Placement density heat map:
Scale: 2 px per µm. The die is cut into 16 by 16 equal tiles; dark blue is low, red is high, 0 to 100% covered.
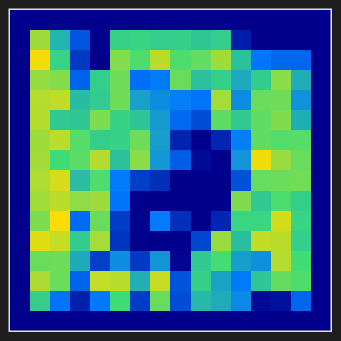
Cell placement:
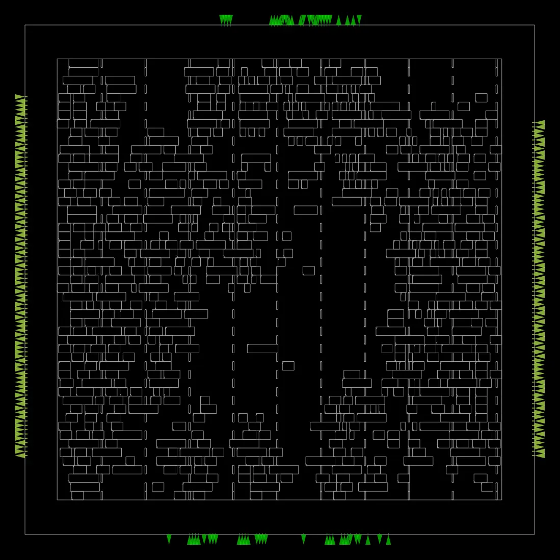
==> config.mk <==
export PLATFORM = sky130hd
export DESIGN_NAME = load_store_unit
export DESIGN_NICKNAME = d
export VERILOG_FILES = /design/src/rtl/lsu_pkg.sv /design/src/rtl/lsu_align_check.sv /design/src/rtl/load_store_unit.sv
export SDC_FILE = /design/constraint.sdc
export NUM_CORES = 1
export LEC_CHECK = 0
export CELL_PAD_IN_SITES_DETAIL_PLACEMENT = 1
export CELL_PAD_IN_SITES_GLOBAL_PLACEMENT = 2
export CORE_MARGIN = 10
export CORE_UTILIZATION = 27
export CTS_BUF_LIST = sky130_fd_sc_hd__clkbuf_8
export DETAILED_ROUTE_END_ITERATION = 6
export PLACE_DENSITY = 0.82
export SETUP_SLACK_MARGIN = 0.02
export SLEW_MARGIN = 20
export SYNTH_ARGS = -nofsm -noshare
export SYNTH_HDL_FRONTEND = slang
export SYNTH_SLANG_ARGS = --single-unit
==> constraint.sdc <==
create_clock -name clk -period 2.13 [get_ports clk]
set_clock_uncertainty 0.2 [all_clocks]
set_input_delay 0.213 -clock clk [delete_from_list [all_inputs] [get_ports clk]]
set_output_delay 0.213 -clock clk [all_outputs]
set_load 0.005 [all_outputs]
==> impl_metrics.toml <==
# synthesis and place-and-route metrics
[setup_path]
setup.worst_path.start_class = "input port"
worstSetupPathType = "in -> reg"
critical_path_required_ps = 2240
cp_slowest_stage_delay_ps = 450
crit_fanout = 21
cp_slowest_cell = "clkdlybuf4s50_1"
cp_common_cell = "buf_4"
critical_path_arrival_ps = 2150
reg2reg_slack_ps = 150
crit_buf_inv = 4
endpoint_kind = "flop"

[power_and_ir_drop]
seqPwrFrac_pct = 35.2
vdd_ir_drop_max_uv = 661
p_clk_share_pct = 17.5
leakage_nw = 3.26
power.switching_mw = 3.67
power_frac_comb_pct = 47.3
p_total_mw = 11.0
switching_share_pct = 33.2
p_int_mw = 7.38

[route]
viasPerCell = 4.45
wirelength_mm = 17.3
drt_iter0_drc = 98
drcViolationCount = 0
antenna_left = 0
dr.pass1.iters = 4

[sta]
finalClockPeriodUsage_pct = 95.8
fmax_mhz = 490
setup_ws_ps = 90.5
setup_viol = 0
drv_slew = 0
slew_headroom_pct = 68.8
tightestPinTransition_ps = 468
final-hold-violation-count = 0
fin_crit_ps = 2040

[cells_and_area]
num-fill-cells = 2126
fin_area_um2 = 7950
antenna_cells = 0
lay_top_cells = "clkdlybuf4s50_1, dfrtp_1, mux2_2, o21ai_0, nand2_1"
drive_gt1_share_pct = 27.2
layout-area-overhead-vs-synth_pct = 49.6
lay_top_count = "clkdlybuf4s50_1"

[logic_synthesis]
ys_area_um2 = 5310
synth.top_cell.area_share_pct = 54.7
ys_types = 29
ys_warn_count = 0
yosysMostFrequentCell = "dfrtp_1"
async_flop_share_pct = 100
common_cells = "dfrtp_1, mux2_2, buf_4, o21ai_0, nand2_1"
yosysCellCount = 442
syn_area_per_cell_um2 = 12.0
ys_ff = 117
ys.flop_type = "dfrtp_1"
synth_area_leader_cell = "dfrtp_1"
postSynthSeqShare_pct = 55.1
syn_inst = 442

[clock_network]
clk_pin_slew_worst_paths_ps = 80
hold_buffers = 1
cts.path.max_buffers = 2
cts_buffers = 17
h-tree-depth = 4
post_cts_buffers = 1
insertion_delay_ps = 430
cts_root_buf = "clkbuf_8"

[placed_design]
pre_cts_ws_ps = -600
place_area_um2 = 7510
dp_hpwl_mm = 13.5
gp_congestion = 0.737
io_buffers = 217

[floorplan]
fp.dieH_um = 160
io_pins = 218
die_x_um = 160
die_area_um2 = 25700

[grt]
grt_use_total_pct = 13.5
grt_max_degree = 62
grt_overflow = 0
antenna_found_initial = 0

[status]
outcome = "finished, final reports clean"

[flow_run]
warnings = 29
cap_violations = 0
-- 'placement density heat map' (at the start) --
The densest ninth of the die: left middle. The mean over all tiles is 30%. 32% of the tiles are nearly empty. The fullest tile reaches 75%.
Core Region: 19,400 µm²
Init Core Util: 27.4%
final core occ: 41.0%

-- 'cell placement' (at the start) --
fin cells: 898
FP Rows: 51

metrics by stage:
| step | setup TNS, ps | hold WS [ps] | instances |
|---|---|---|---|
| 2_1_floorplan | 0 | -283 | 442 |
| 3_3_place_gp | -18380 | -13.3 | 863 |
| 3_5_place_dp | -20770 | -0.626 | 863 |
| 4_1_cts | 0 | 71.9 | 897 |
| 5_1_grt | 0 | 83.7 | 898 |
| 6_report | 0 | 89.3 | 898 |
cell families (layout without fill, tap and decap cells):
| kind of cell | count (synthesis) | in the layout | synth area share, % |
|---|---|---|---|
| AND-OR/OR-AND | 93 | 93 | 10.8 |
| buffers and inverters | 96 | 287 | 12.2 |
| adder cells (fa/ha/maj) | 4 | 4 | 0.942 |
| flip-flops | 117 | 117 | 55.1 |
| AND/OR/NAND/NOR | 59 | 59 | 5.42 |
| multiplexers | 73 | 73 | 15.5 |
power by group through the flow:
stage               registers (mW)  logic (mW)  clock network (mW)
floorplan                     3.79        3.02                   0
global placement              3.86        5.07                   0
detailed placement            3.94        5.22                   0
CTS                           3.91        5.28                2.01
global route                  4.05        5.72                2.12
finish                        3.89        5.23                1.93
cell type report:
cell class              instances  area (µm²)  area share (%)
flip-flops and latches        117        2930            36.9
clock inverters                15         133            1.67
inverters                       4        15.0           0.189
well taps                     265         332            4.17
repair buffers                251        2530            31.8
clock buffers                  17         234            2.94
multi-input cells             229        1780            22.3
routing by layer:
| metal | track usage, % | vias to the layer above | wire length, µm |
|---|---|---|---|
| li1 | - | 1814 | - |
| met1 | 15.5 | 1975 | 7260 |
| met2 | 20.9 | 188 | 7730 |
| met3 | 7.81 | 16 | 2060 |
| met4 | 4.42 | 0 | 232 |
| met5 | 0 | - | 0 |
No activity file was given, so power comes from the tool's default toggle rates.
